Cell placement:
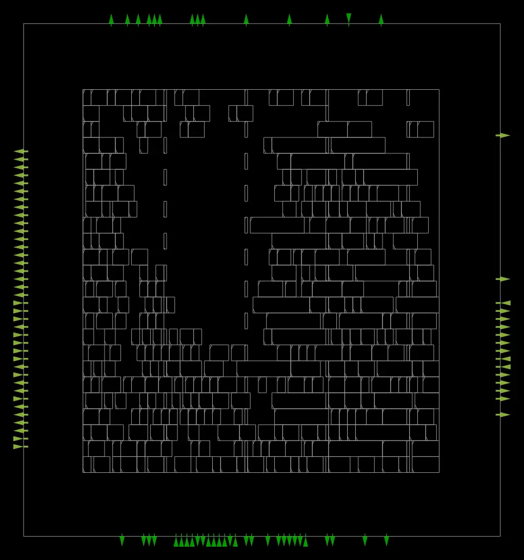
Gate-type map:
(4 px per um)
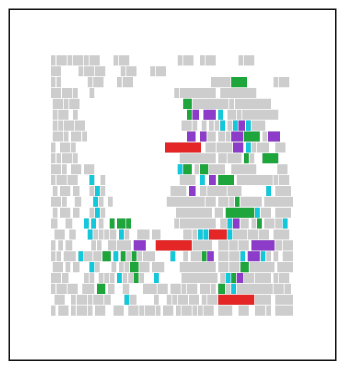
A small window of the routed layout:
Window x 26 to 56, y 29 to 59 um. Cells in grey, sequential cells in the stronger grey; small squares are vias.
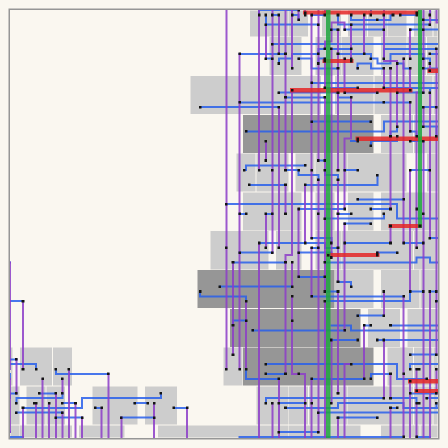
===== src/rtl/hazard_ctrl_pkg.sv =====
// ============================================================================
// Module      : hazard_ctrl_pkg
// Description : Shared definitions for the pipeline hazard controller.
//               Provides the GPR address range, the performance counter
//               width and the controller state encodings.
// Revision    : 1.0 - initial release
// ============================================================================
`ifndef GPR_ADDR_SPACE
`define GPR_ADDR_SPACE 4:0
`endif

`ifndef PERF_CNT_WIDTH
`define PERF_CNT_WIDTH 32
`endif

`default_nettype none

package hazard_ctrl_pkg;

    // Controller states: normal flow, multi-cycle load-use bubble, memory wait
    typedef enum logic [1:0] {
        HZ_RUN      = 2'd0,
        HZ_LU_STALL = 2'd1,
        HZ_MEM_WAIT = 2'd2
    } hz_state_t;

    // Bubble counter width covers up to three load-use bubbles
    localparam int unsigned c_BUB_W = 2;

endpackage

`default_nettype wire


===== src/rtl/hazard_ctrl_detect.sv =====
// ============================================================================
// Module      : hazard_detect
// Description : Combinational load-use comparator. Flags when the valid ID
//               instruction reads a GPR that the load currently in EXE will
//               write. Register x0 never creates a dependency.
// Revision    : 1.0 - initial release
// ============================================================================
`default_nettype none

module hazard_detect
    import hazard_ctrl_pkg::*;
(
    input  logic                    i_id_valid,
    input  logic [`GPR_ADDR_SPACE]  i_rs1_addr,
    input  logic [`GPR_ADDR_SPACE]  i_rs2_addr,
    input  logic                    i_rs1_re,
    input  logic                    i_rs2_re,
    input  logic [`GPR_ADDR_SPACE]  i_rd_addr,
    input  logic                    i_rd_we,
    input  logic                    i_mem_re,
    output logic                    o_lu_hit
);

    logic w_rd_live;
    logic w_rs1_dep;
    logic w_rs2_dep;

    // A load whose destination is a real register and an operand that is read
    assign w_rd_live = i_id_valid & i_mem_re & i_rd_we & (i_rd_addr != '0);
    assign w_rs1_dep = i_rs1_re & (i_rs1_addr == i_rd_addr);
    assign w_rs2_dep = i_rs2_re & (i_rs2_addr == i_rd_addr);
    assign o_lu_hit  = w_rd_live & (w_rs1_dep | w_rs2_dep);

endmodule

`default_nettype wire


===== src/rtl/hazard_ctrl.sv =====
// ============================================================================
// Module      : hazard_ctrl
// Description : Stall / flush controller for the 5-stage core. Handles
//               load-use bubbles, data-memory wait states (with a sticky
//               timeout flag) and EXE-stage redirects. Priority is
//               memory wait > redirect > load-use.
//               Optional macro HAZARD_PERF_CNT_EN builds the stall-cycle and
//               flush-count performance counters; otherwise they read 0.
// Revision    : 1.0 - initial release
// ============================================================================
`default_nettype none

module hazard_ctrl
    import hazard_ctrl_pkg::*;
#(
    parameter int unsigned LOAD_USE_BUBBLES = 1,    // 1..3
    parameter int unsigned MEM_TIMEOUT      = 255,  // 1..2^TO_W-1
    parameter int unsigned TO_W             = 8
) (
    input  logic                        clk_i,
    input  logic                        rst_i,
    input  logic                        id_valid_i,
    input  logic [`GPR_ADDR_SPACE]      id_rs1_addr_i,
    input  logic [`GPR_ADDR_SPACE]      id_rs2_addr_i,
    input  logic                        id_rs1_re_i,
    input  logic                        id_rs2_re_i,
    input  logic [`GPR_ADDR_SPACE]      exe_rd_addr_i,
    input  logic                        exe_rd_we_i,
    input  logic                        exe_mem_re_i,
    input  logic                        exe_redirect_i,
    input  logic                        mem_req_i,
    input  logic                        mem_ack_i,
    output logic                        stall_if_o,
    output logic                        stall_id_o,
    output logic                        stall_exe_o,
    output logic                        stall_mem_o,
    output logic                        flush_ifid_o,
    output logic                        flush_idexe_o,
    output logic                        flush_memwb_o,
    output logic                        mem_timeout_o,
    output logic [`PERF_CNT_WIDTH-1:0]  stall_cycles_o,
    output logic [`PERF_CNT_WIDTH-1:0]  flush_count_o
);

    localparam logic [c_BUB_W-1:0] c_bub_init = c_BUB_W'(LOAD_USE_BUBBLES - 1);
    localparam logic [c_BUB_W-1:0] c_bub_one  = c_BUB_W'(1);
    localparam logic [TO_W-1:0]    c_to_max   = TO_W'(MEM_TIMEOUT);
    localparam logic [TO_W-1:0]    c_to_thr   = TO_W'(MEM_TIMEOUT - 1);
    localparam logic [TO_W-1:0]    c_to_one   = TO_W'(1);

    hz_state_t          r_state;
    hz_state_t          w_next_state;
    logic [c_BUB_W-1:0] r_bub_cnt;
    logic [c_BUB_W-1:0] w_bub_cnt_next;
    logic [TO_W-1:0]    r_to_cnt;
    logic [TO_W-1:0]    w_to_cnt_next;
    logic               r_timeout;
    logic               w_to_hit;
    logic               w_lu_hit;
    logic               w_mem_wait;
    logic               w_stall_front;
    logic               w_stall_back;
    logic               w_flush_ifid;
    logic               w_flush_idexe;
    logic               w_flush_memwb;

    hazard_detect u_detect (
        .i_id_valid (id_valid_i),
        .i_rs1_addr (id_rs1_addr_i),
        .i_rs2_addr (id_rs2_addr_i),
        .i_rs1_re   (id_rs1_re_i),
        .i_rs2_re   (id_rs2_re_i),
        .i_rd_addr  (exe_rd_addr_i),
        .i_rd_we    (exe_rd_we_i),
        .i_mem_re   (exe_mem_re_i),
        .o_lu_hit   (w_lu_hit)
    );

    assign w_mem_wait = mem_req_i & ~mem_ack_i;

    // Next-state and stall/flush decode; memory wait dominates, then redirect, then load-use
    always_comb begin
        w_next_state   = r_state;
        w_bub_cnt_next = r_bub_cnt;
        w_to_cnt_next  = r_to_cnt;
        w_to_hit       = 1'b0;
        w_stall_front  = 1'b0;
        w_stall_back   = 1'b0;
        w_flush_ifid   = 1'b0;
        w_flush_idexe  = 1'b0;
        w_flush_memwb  = 1'b0;

        if (w_mem_wait) begin
            // Freeze the whole pipe; pending bubbles are preserved untouched
            w_stall_front = 1'b1;
            w_stall_back  = 1'b1;
            w_flush_memwb = 1'b1;
            w_next_state  = HZ_MEM_WAIT;
            if (r_state == HZ_MEM_WAIT) begin
                // r_to_cnt holds the number of wait cycles already elapsed
                w_to_hit = (r_to_cnt >= c_to_thr);
                if (r_to_cnt < c_to_max) begin
                    w_to_cnt_next = r_to_cnt + c_to_one;
                end
            end else begin
                w_to_hit      = (MEM_TIMEOUT == 1);
                w_to_cnt_next = c_to_one;
            end
        end else begin
            w_to_cnt_next = '0;
            if (exe_redirect_i) begin
                // The dependent consumer is on the wrong path, so drop its bubbles
                w_flush_ifid   = 1'b1;
                w_flush_idexe  = 1'b1;
                w_bub_cnt_next = '0;
                w_next_state   = HZ_RUN;
            end else if ((r_state == HZ_MEM_WAIT) && (r_bub_cnt != '0)) begin
                // Ack cycle: resume the interrupted bubble sequence next cycle
                w_next_state = HZ_LU_STALL;
            end else if (r_state == HZ_LU_STALL) begin
                w_stall_front  = 1'b1;
                w_flush_idexe  = 1'b1;
                w_bub_cnt_next = r_bub_cnt - c_bub_one;
                w_next_state   = (r_bub_cnt == c_bub_one) ? HZ_RUN : HZ_LU_STALL;
            end else if (w_lu_hit) begin
                w_stall_front  = 1'b1;
                w_flush_idexe  = 1'b1;
                w_bub_cnt_next = c_bub_init;
                w_next_state   = (LOAD_USE_BUBBLES > 1) ? HZ_LU_STALL : HZ_RUN;
            end else begin
                w_next_state = HZ_RUN;
            end
        end
    end

    // State, bubble counter, timeout counter and sticky timeout flag
    always_ff @(posedge clk_i or posedge rst_i) begin
        if (rst_i) begin
            r_state   <= HZ_RUN;
            r_bub_cnt <= '0;
            r_to_cnt  <= '0;
            r_timeout <= 1'b0;
        end else begin
            r_state   <= w_next_state;
            r_bub_cnt <= w_bub_cnt_next;
            r_to_cnt  <= w_to_cnt_next;
            r_timeout <= r_timeout | w_to_hit;
        end
    end

    // Reset forces every control low immediately, even with live inputs
    assign stall_if_o    = ~rst_i & w_stall_front;
    assign stall_id_o    = ~rst_i & w_stall_front;
    assign stall_exe_o   = ~rst_i & w_stall_back;
    assign stall_mem_o   = ~rst_i & w_stall_back;
    assign flush_ifid_o  = ~rst_i & w_flush_ifid;
    assign flush_idexe_o = ~rst_i & w_flush_idexe;
    assign flush_memwb_o = ~rst_i & w_flush_memwb;
    assign mem_timeout_o = ~rst_i & (r_timeout | w_to_hit);

`ifdef HAZARD_PERF_CNT_EN
    localparam logic [`PERF_CNT_WIDTH-1:0] c_cnt_one = `PERF_CNT_WIDTH'(1);

    logic [`PERF_CNT_WIDTH-1:0] r_stall_cycles;
    logic [`PERF_CNT_WIDTH-1:0] r_flush_count;

    // Free-running wrap-around performance counters
    always_ff @(posedge clk_i or posedge rst_i) begin
        if (rst_i) begin
            r_stall_cycles <= '0;
            r_flush_count  <= '0;
        end else begin
            if (w_stall_front | w_stall_back) begin
                r_stall_cycles <= r_stall_cycles + c_cnt_one;
            end
            if (w_flush_ifid | w_flush_idexe) begin
                r_flush_count <= r_flush_count + c_cnt_one;
            end
        end
    end

    assign stall_cycles_o = r_stall_cycles;
    assign flush_count_o  = r_flush_count;
`else
    assign stall_cycles_o = '0;
    assign flush_count_o  = '0;
`endif

endmodule

`default_nettype wire


===== config.mk =====
export PLATFORM = sky130hd
export DESIGN_NAME = hazard_ctrl
export DESIGN_NICKNAME = d
export VERILOG_FILES = /design/src/rtl/hazard_ctrl_pkg.sv /design/src/rtl/hazard_ctrl_detect.sv /design/src/rtl/hazard_ctrl.sv
export SDC_FILE = /design/constraint.sdc
export NUM_CORES = 1
export LEC_CHECK = 0
export ABC_AREA = 1
export CAP_MARGIN = 5
export CORE_ASPECT_RATIO = 1.1
export CORE_MARGIN = 10
export CORE_UTILIZATION = 38
export DETAILED_ROUTE_END_ITERATION = 6
export GPL_TIMING_DRIVEN = 0
export PLACE_DENSITY = 0.93
export SYNTH_ARGS = -nofsm -noshare
export SYNTH_HDL_FRONTEND = slang
export SYNTH_HIERARCHICAL = 1
export SYNTH_SLANG_ARGS = --single-unit

===== constraint.sdc =====
create_clock -name clk_i -period 1.3 [get_ports clk_i]
set_input_delay 0.13 -clock clk_i [delete_from_list [all_inputs] [get_ports clk_i]]
set_output_delay 0.13 -clock clk_i [all_outputs]
set_load 0.02 [all_outputs]

==> run summary <==
Notes from the flow run.

Routing:
- The run puts the routed via count divided by cell count at 3.97.
- The run gives the total routed wire length on the met1 layer as 1560 um.
- The run gives the iteration count of the initial detailed-routing pass as 4.
- The run gives the met2 routed wirelength as 2620 um.

Pwr:
- The run gives the internal portion of total power as 865 uW.
- The run puts the net switching power of the design at 491 uW.
- In this run, power in combinational logic comes to 573 uW.
- The run puts the power density over the cells at 552 nW/um^2.
- The share of total power dissipated in sequential elements is 30.4%.

Layout:
- The number of antenna diodes in the final layout is 0.
- According to the finish report, the design has a final net count of 377.
- The run gives the multi-input gate share of total cell area as 40.7%.
- The run puts the fraction of area in clock buffers and inverters at 1.83%.
- The run gives the number of logic gates as 181.

Run status:
- The checks that failed: setup timing.
- The flow ran to the end, but the final reports show violations.

Final timing:
- The final timing report gives a worst setup slack of -278 ps.
- The run puts the final number of hold-violating endpoints at 0.
- The run puts the worst setup skew after layout at 2.06 ps.
- The run puts the post-layout period usage of the worst path at 121%.
- In the final report, the number of endpoints failing setup comes to 7.

Logic synthesis:
- The number of cells reported by Yosys stat comes to 231.
- The run puts the synthesized-area fraction occupied by xor and xnor cells at 0%.
- By area the synthesized netlist is led by sky130_fd_sc_hd__buf_4, sky130_fd_sc_hd__dfrtp_1, sky130_fd_sc_hd__nand2_1.
- After synthesis the netlist holds a flip-flop and latch count of 13.
- Per the synthesis report, the dominant area consumer among library cells is sky130_fd_sc_hd__buf_4.
- The run gives the most frequently used cell type in the post-synthesis netlist as sky130_fd_sc_hd__buf_4.
- The area fraction of the largest cell type after synthesis is 32.1%.

Worst setup path:
- The timing report shows that the slowest cell on the worst path is sky130_fd_sc_hd__dfrtp_1.
- The cell family contributing the most delay on the critical path is flip-flops.
- Listed in order, past its start point the critical path passes inv_2 -> ha_4 -> nor2_4 -> nor2_2 -> nand3_2 -> a21oi_2 -> buf_6.
- The run gives the endpoint kind of the worst setup timing path as an output pin.
- The worst setup path is launched from a register.
- The run gives the number of logic stages on the critical path including buffering as 7.
- The critical path contains buffers and inverters numbering 2 combined.
- Data on the critical path is required at its endpoint by 1170 ps.

Clocking:
- The run gives the buffer levels on the longest clock path as 2.
- Clock-pin slew was measured on the worst setup and hold paths at 60 ps.
- The run gives the clock insertion delay at the later pin of the skew report as 250 ps.
- The run gives the number of setup buffers added after CTS as 10.

Global route:
- The run gives the met2 track demand over resource as 23.2%.
- The run gives the highest-utilization routing layer at the global route stage as met2.
- The run puts the global-route congestion overflow total at 0.
- The run puts the met3 global-route usage at 5.79%.

Floorplanning:
- The run gives the core utilization before placement as 39.6%.
- The run puts the full die area at 7100 sq um.
- From bottom edge to top edge, the die measures 87.4 um.

Place:
- The run gives the final weighted congestion of routability-driven global placement as 0.859.
Notes on 'cell placement' above:
filler instances: 341
Final Instance Count excl. Fillers: 399
placeable core area: 3960 sq um
Finished Core Util: 62.0%
register share of the cell area: 13.3%

Notes on 'gate-type map' above:
Green marks nor cells, cells 25. Cyan marks inv cells, cells 33. Red marks fa/ha/maj cells, cells 4. Purple marks aoi and oai cells, cells 16.

Notes on 'a small window of the routed layout' above:
Green marks M4. Red marks M3. Blue marks M1. Purple marks M2.
Netlist names of flops here include r_to_cnt (3), r_state (1). 52 logic cells have their middle in the window. Sequential cells in the window: 4. Most frequent: nand2_1 (10), inv_1 (5).

-- cell usage in the layout, fill, tap and decap left out, drive strengths merged --
cell type	Yosys	layout
clkdlybuf4s50	0	1
inv	33	33
nand2	55	55
nand4	3	3
a21oi	8	8
o21bai	1	1
or2	1	1
nor3	1	1
clkdlybuf4s15	0	2
ha	4	4
dlygate4sd2	0	6
clkbuf	0	12
o21ai	6	6
nor2	24	24
conb	1	64
nand3	12	12
buf	67	97
dfrtp	13	13
nand3b	1	1
a31oi	1	1
dlymetal6s2s	0	2
-- state kept, by name, indices dropped and copies added, names as in the netlist --
signal	count
r_bub_cnt	2
r_to_cnt	8
r_state	2
r_timeout	1
Power figures rest on the tool's default switching activity, not on a simulated workload.
